### config.mk
export PLATFORM = sky130hd
export DESIGN_NAME = la_rle_encoder
export DESIGN_NICKNAME = d
export VERILOG_FILES = /design/src/rtl/la_pkg.sv /design/src/rtl/la_input_sync.sv /design/src/rtl/la_rle_encoder.sv
export SDC_FILE = /design/constraint.sdc
export NUM_CORES = 1
export LEC_CHECK = 0
export ABC_CLOCK_PERIOD_IN_PS = 4170
export CAP_MARGIN = 20
export CORE_MARGIN = 5
export CORE_UTILIZATION = 45
export DETAILED_ROUTE_END_ITERATION = 6
export PLACE_DENSITY = 0.71
export SKIP_LAST_GASP = 1
export SLEW_MARGIN = 20
export SYNTH_ARGS = -nofsm -noshare
export SYNTH_HDL_FRONTEND = slang
export SYNTH_SLANG_ARGS = --single-unit
### constraint.sdc
create_clock -name CLK -period 4.17 [get_ports CLK]
set_input_delay 0.834 -clock CLK [delete_from_list [all_inputs] [get_ports CLK]]
set_output_delay 0.834 -clock CLK [all_outputs]
set_load 0.02 [all_outputs]
### src/rtl/la_pkg.sv
// ============================================================================
// Module   : la_pkg
// Brief    : Shared widths, encoder state type and word packing for LA capture
// Revision : 1.0
// ============================================================================
`default_nettype none

package la_pkg;

    localparam int LA_DATA_W = 8;
    localparam int LA_RUN_W  = 8;

    typedef enum logic [0:0] {
        IDLE = 1'b0,
        RUN  = 1'b1
    } la_state_t;

    function automatic logic [LA_RUN_W+LA_DATA_W-1:0] la_pack_word(
        input logic [LA_RUN_W-1:0]  run,
        input logic [LA_DATA_W-1:0] value
    );
        return {run, value};
    endfunction

endpackage

`default_nettype wire

### src/rtl/la_input_sync.sv
// ============================================================================
// Module   : la_input_sync
// Brief    : Two-flop synchroniser for asynchronous LA inputs, free-running
// Revision : 1.0
// ============================================================================
`default_nettype none

module la_input_sync #(
    parameter int WIDTH = 8
) (
    input  logic             CLK,
    input  logic             RST,
    input  logic [WIDTH-1:0] i_data,
    output logic [WIDTH-1:0] o_sync
);

    logic [WIDTH-1:0] r_stage1;
    logic [WIDTH-1:0] r_stage2;

    always_ff @(posedge CLK) begin
        if (!RST) begin
            r_stage1 <= '0;
            r_stage2 <= '0;
        end else begin
            r_stage1 <= i_data;
            r_stage2 <= r_stage1;
        end
    end

    assign o_sync = r_stage2;

endmodule

`default_nettype wire

### src/rtl/la_rle_encoder.sv
// ============================================================================
// Module   : la_rle_encoder
// Brief    : Run-length encoder emitting {run, value} words with a write strobe
// Revision : 1.0
// ============================================================================
`default_nettype none

module la_rle_encoder
    import la_pkg::*;
#(
    parameter int DATA_W = LA_DATA_W,
    parameter int RUN_W  = LA_RUN_W
) (
    input  logic                    CLK,
    input  logic                    RST,
    input  logic                    ENABLE,
    input  logic                    SMPL_EN,
    input  logic                    RLE_EN,
    input  logic                    FLUSH,
    input  logic [DATA_W-1:0]       LA_DATA,
    output logic [DATA_W-1:0]       LA_SYNC,
    output logic                    WR_EN,
    output logic [RUN_W+DATA_W-1:0] WR_DATA
);

    localparam int               WORD_W    = RUN_W + DATA_W;
    localparam logic [RUN_W-1:0] c_RUN_MAX = '1;

    la_state_t           r_state;
    la_state_t           w_state_nxt;
    logic [DATA_W-1:0]   r_prev;
    logic [DATA_W-1:0]   w_prev_nxt;
    logic [RUN_W-1:0]    r_run;
    logic [RUN_W-1:0]    w_run_nxt;
    logic                r_wr_en;
    logic                w_wr_en_nxt;
    logic [WORD_W-1:0]   r_wr_data;
    logic [WORD_W-1:0]   w_wr_data_nxt;
    logic [DATA_W-1:0]   w_d;
    logic [WORD_W-1:0]   w_word;
    logic                w_close_run;

    la_input_sync #(
        .WIDTH (DATA_W)
    ) u_sync (
        .CLK    (CLK),
        .RST    (RST),
        .i_data (LA_DATA),
        .o_sync (w_d)
    );

    generate
        if (DATA_W == LA_DATA_W && RUN_W == LA_RUN_W) begin : g_pack_pkg
            assign w_word = la_pack_word(r_run, r_prev);
        end else begin : g_pack_generic
            assign w_word = {r_run, r_prev};
        end
    endgenerate

    // A saturated run is closed and the same value restarts as a new run.
    assign w_close_run = !RLE_EN || (w_d != r_prev) || (r_run == c_RUN_MAX);

    always_comb begin
        w_state_nxt   = r_state;
        w_prev_nxt    = r_prev;
        w_run_nxt     = r_run;
        w_wr_en_nxt   = 1'b0;
        w_wr_data_nxt = r_wr_data;
        if (!ENABLE) begin
            w_state_nxt = IDLE;
        end else begin
            case (r_state)
                IDLE: begin
                    if (SMPL_EN) begin
                        w_prev_nxt  = w_d;
                        w_run_nxt   = '0;
                        w_state_nxt = RUN;
                    end
                end
                RUN: begin
                    if (FLUSH) begin
                        w_wr_en_nxt   = 1'b1;
                        w_wr_data_nxt = w_word;
                        w_state_nxt   = IDLE;
                    end else if (SMPL_EN) begin
                        if (w_close_run) begin
                            w_wr_en_nxt   = 1'b1;
                            w_wr_data_nxt = w_word;
                            w_prev_nxt    = w_d;
                            w_run_nxt     = '0;
                        end else begin
                            w_run_nxt = r_run + 1'b1;
                        end
                    end
                end
                default: begin
                    w_state_nxt = IDLE;
                end
            endcase
        end
    end

    always_ff @(posedge CLK) begin
        if (!RST) begin
            r_state   <= IDLE;
            r_prev    <= '0;
            r_run     <= '0;
            r_wr_en   <= 1'b0;
            r_wr_data <= '0;
        end else begin
            r_state   <= w_state_nxt;
            r_prev    <= w_prev_nxt;
            r_run     <= w_run_nxt;
            r_wr_en   <= w_wr_en_nxt;
            r_wr_data <= w_wr_data_nxt;
        end
    end

    assign LA_SYNC = w_d;
    assign WR_EN   = r_wr_en;
    assign WR_DATA = r_wr_data;

endmodule

`default_nettype wire

==> tab_implementation.tex <==
% Synthesis and place-and-route results
\begin{tabular}{lr}
\hline
Metric & Value \\
\hline
\multicolumn{2}{l}{\textbf{STA}} \\
\quad Final-report max-slew violation count & 0 \\
\quad Post-Route Skew & 0.006486 ns \\
\quad Period utilisation layout & 52.27\% \\
\quad Worst hold slack after final layout & 0.4371 ns \\
\quad Worst-case setup margin in the final layout & 1.990 ns \\
\quad Max-slew headroom & 38.02\% \\
\multicolumn{2}{l}{\textbf{Drt}} \\
\quad Overall via count from detail\_route & 1366 \\
\quad Remaining DRCs & 0 \\
\quad Iteration tally of the first detailed-router pass & 4 \\
\quad Routed WL & 3.359 mm \\
\quad Post-route met1 wirelength & 1.608 mm \\
\quad Length of routed met2 wiring & 1.487 mm \\
\quad Met3 WL & 189 um \\
\quad Max Used Layer & met4 \\
\quad Routed wirelength normalized by instance count & 11.79 um \\
\multicolumn{2}{l}{\textbf{Setup path}} \\
\quad Req. time, crit path & 3.34 ns \\
\quad Worst setup path class & flip-flop to primary output \\
\quad Maximum single-stage delay on the critical path & 0.63 ns \\
\quad Crit Path Max Fanout & 3 \\
\quad Worst R2R Start & r\_run[0] \\
\quad Logic depth of the worst path, buffers included & 1 \\
\quad Depth of the worst register-to-register path & 6 \\
\quad Crit path launch & u\_sync.o\_sync[0] \\
\quad Worst reg2reg path endpoint & WR\_DATA[0] \\
\quad Data arrival, critical path & 1.35 ns \\
\multicolumn{2}{l}{\textbf{Global route}} \\
\quad Met2 Usage GRT & 21.38\% \\
\quad Wire length of the first global-routing pass & 5.816 mm \\
\quad Number of global-route vias before repair & 1336 \\
\quad Met1 track demand over resource in global routing & 16.44\% \\
\quad Overall fraction of global-route tracks in use & 13.39\% \\
\quad Pin count of the biggest net entering global routing & 64 \\
\quad Global route hottest layer & met2 \\
\quad Met3 capacity usage during global routing & 3.958\% \\
\multicolumn{2}{l}{\textbf{Floorplan}} \\
\quad Top-level I/O count & 39 \\
\quad Area of the die & 5729 um\^{}2 \\
\quad Die H & 75.69 um \\
\quad Core region area & 4086 um\^{}2 \\
\quad Total number of placement rows & 23 \\
\multicolumn{2}{l}{\textbf{Run}} \\
\quad Number of maximum-capacitance violations & 0 \\
\multicolumn{2}{l}{\textbf{Synth}} \\
\quad Top cells by instance count after synthesis & 50 x dfxtp\_1, 47 x nand2\_1, 24 x mux2i\_1 \\
\quad Mux frac, synth & 12.37\% \\
\quad Post-synthesis cell type with the largest combined area & dfxtp\_1 \\
\quad Simple-gate area share of the yosys netlist & 23.84\% \\
\quad Mean instance size in the synthesized netlist & 9.857 um\^{}2 \\
\quad Post-synth tally of flip-flops with integrated enable & 0 \\
\quad Yosys warnings & 0 \\
\quad Summed instance area of the synthesized netlist & 1942 um\^{}2 \\
\quad Dominant kind of combinational cell & simple AND/OR/NAND/NOR gates \\
\quad XOR Share, Synth & 6.250\% \\
\quad Commonest flop & dfxtp\_1 \\
\quad Post-synthesis register bit count & 50 \\
\quad Area figure in the yosys stat output & 1942 um\^{}2 \\
\quad Main area contributors after synthesis & dfxtp\_1 52\%, mux2i\_1 12\%, nand2\_1 9.1\%, and2\_1 6.1\%, xnor2\_1 4.1\% \\
\multicolumn{2}{l}{\textbf{Pwr}} \\
\quad PnR Total Power & 0.8871 mW \\
\quad Power per cell area & 362.3 nW/um\^{}2 \\
\multicolumn{2}{l}{\textbf{Clock tree}} \\
\quad Count of clock tree sinks & 50 \\
\quad Clock tree from TritonCTS & yes \\
\quad Maximum level of the CTS H-tree & 2 \\
\quad Buffer count from post-CTS setup fixing & 0 \\
\quad Library cell used as clock root buffer & clkbuf\_8 \\
\quad Cts hold-fix bufs & 0 \\
\multicolumn{2}{l}{\textbf{Run status}} \\
\quad Run status & complete, no violations \\
\multicolumn{2}{l}{\textbf{Placement}} \\
\quad Number of buffers added on ports & 38 \\
\quad Global placer's final weighted congestion & 0.8161 \\
\quad Standard cell area after detailed placement & 2338 um\^{}2 \\
\quad Total placed cells including tap cells & 277 \\
\quad Pre-CTS setup slack & 1.715 ns \\
\multicolumn{2}{l}{\textbf{Worst hold path}} \\
\quad Min-delay src & u\_sync.r\_stage1[7] \\
\quad Endpoint with the worst hold slack & u\_sync.o\_sync[7] \\
\multicolumn{2}{l}{\textbf{Cells and area}} \\
\quad Final design instance area without fill & 2449 um\^{}2 \\
\quad Final-layout fill cell count & 366 \\
\quad Area growth syn-to-layout & 26.10\% \\
\quad Layout cell share with drive strength beyond 1 & 5.957\% \\
\hline
\end{tabular}
-- area by class of cell --
class | instances | area, um^2 | share of cell area [%]
Clock buffer | 6 | 72.57 | 2.964
Tap cell | 50 | 62.56 | 2.555
Timing Repair Buffer | 38 | 375.4 | 15.33
Sequential cell | 50 | 1001 | 40.88
Clock inverter | 2 | 37.54 | 1.533
Multi-Input combinational cell | 137 | 892.1 | 36.43
Inverter | 2 | 7.507 | 0.3066
-- cells in the final DEF (no fill, tap or decap) --
cell and count:
xnor2_1 9, clkdlybuf4s50_1 37, nand3_1 4, o21ai_1 1, nand4_1 5, nor2_1 7
a21boi_1 1, clkinvlp_4 1, mux2i_1 24, xor2_1 3, ha_1 1, nand2_1 47
o21ai_0 3, inv_1 2, nor4_2 1, clkbuf_8 5, and2_1 19, dfxtp_1 50
nor2_4 2, or3_1 1, and3_1 1, xnor2_2 1, nor3_1 1, and4_1 1
a21boi_0 1, nor3b_1 1, o211ai_2 1, o211ai_1 1, clkbuf_1 1, nor4_4 1
buf_2 1, bufinv_16 1
-- flip-flops by register name, indices dropped and copies added (netlist names) --
| name | count |
|---|---|
| r_run | 8 |
| r_state | 1 |
| r_prev | 8 |
| u_sync.r_stage1 | 8 |
| WR_EN | 1 |
| WR_DATA | 16 |
| u_sync.o_sync | 8 |
-- worst reg2reg max path: stages, from the launching register on --
cell and delay [ns]:
dfxtp_1 0.45, ha_1 0.25, nand4_1 0.15, o211ai_2 0.27
nor4_2 0.10, nor2_4 0.51, mux2i_1 0.28
-- where the power goes --
part	total (mW)	leakage [nW]	internal, mW	switching (mW)
logic	0.0632	0.372	0.0308	0.0324
registers	0.492	0.407	0.486	0.00536
clock network	0.332	0.0514	0.179	0.153
total	0.887	0.830	0.696	0.191
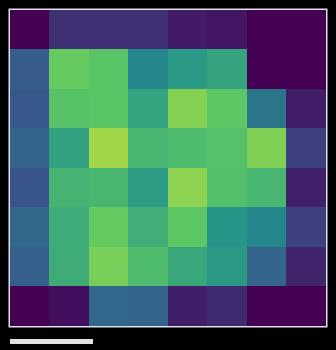
*Cell density map*
Bar = 20 um. 8 x 8 tiles, from dark purple (low) to yellow (high), 0 to 100% covered.
mean over tiles: 42%
emptiest ninth of the die: top right
fullest tile: 86%
densest ninth of the die: middle

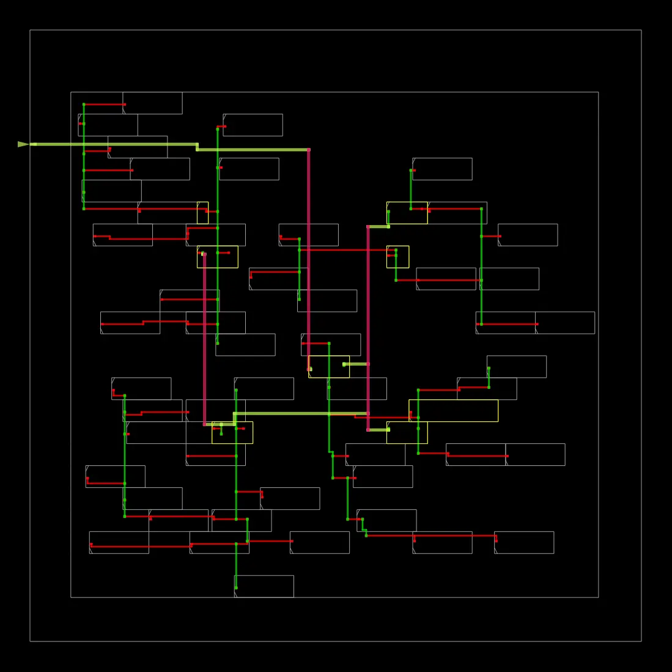
*Clock wiring as the flow saved it*
total of clock buffers placed in the layout: 6
clk_lat worst skew: 0.30 ns

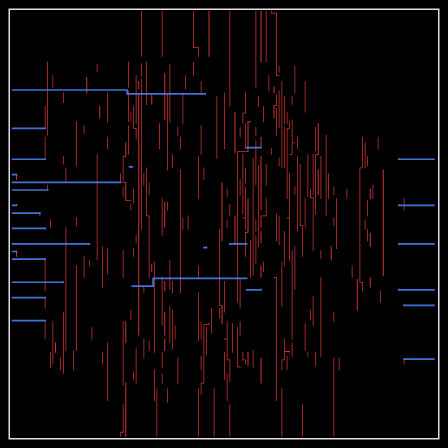
*Metal layers overlaid*
Only two layers are drawn.
legend:
  red:
    layer: M2
    wire_length: 1490 um
  blue:
    layer: M3
    wire_length: 190 um

Power figures rest on the tool's default switching activity, not on a simulated workload.
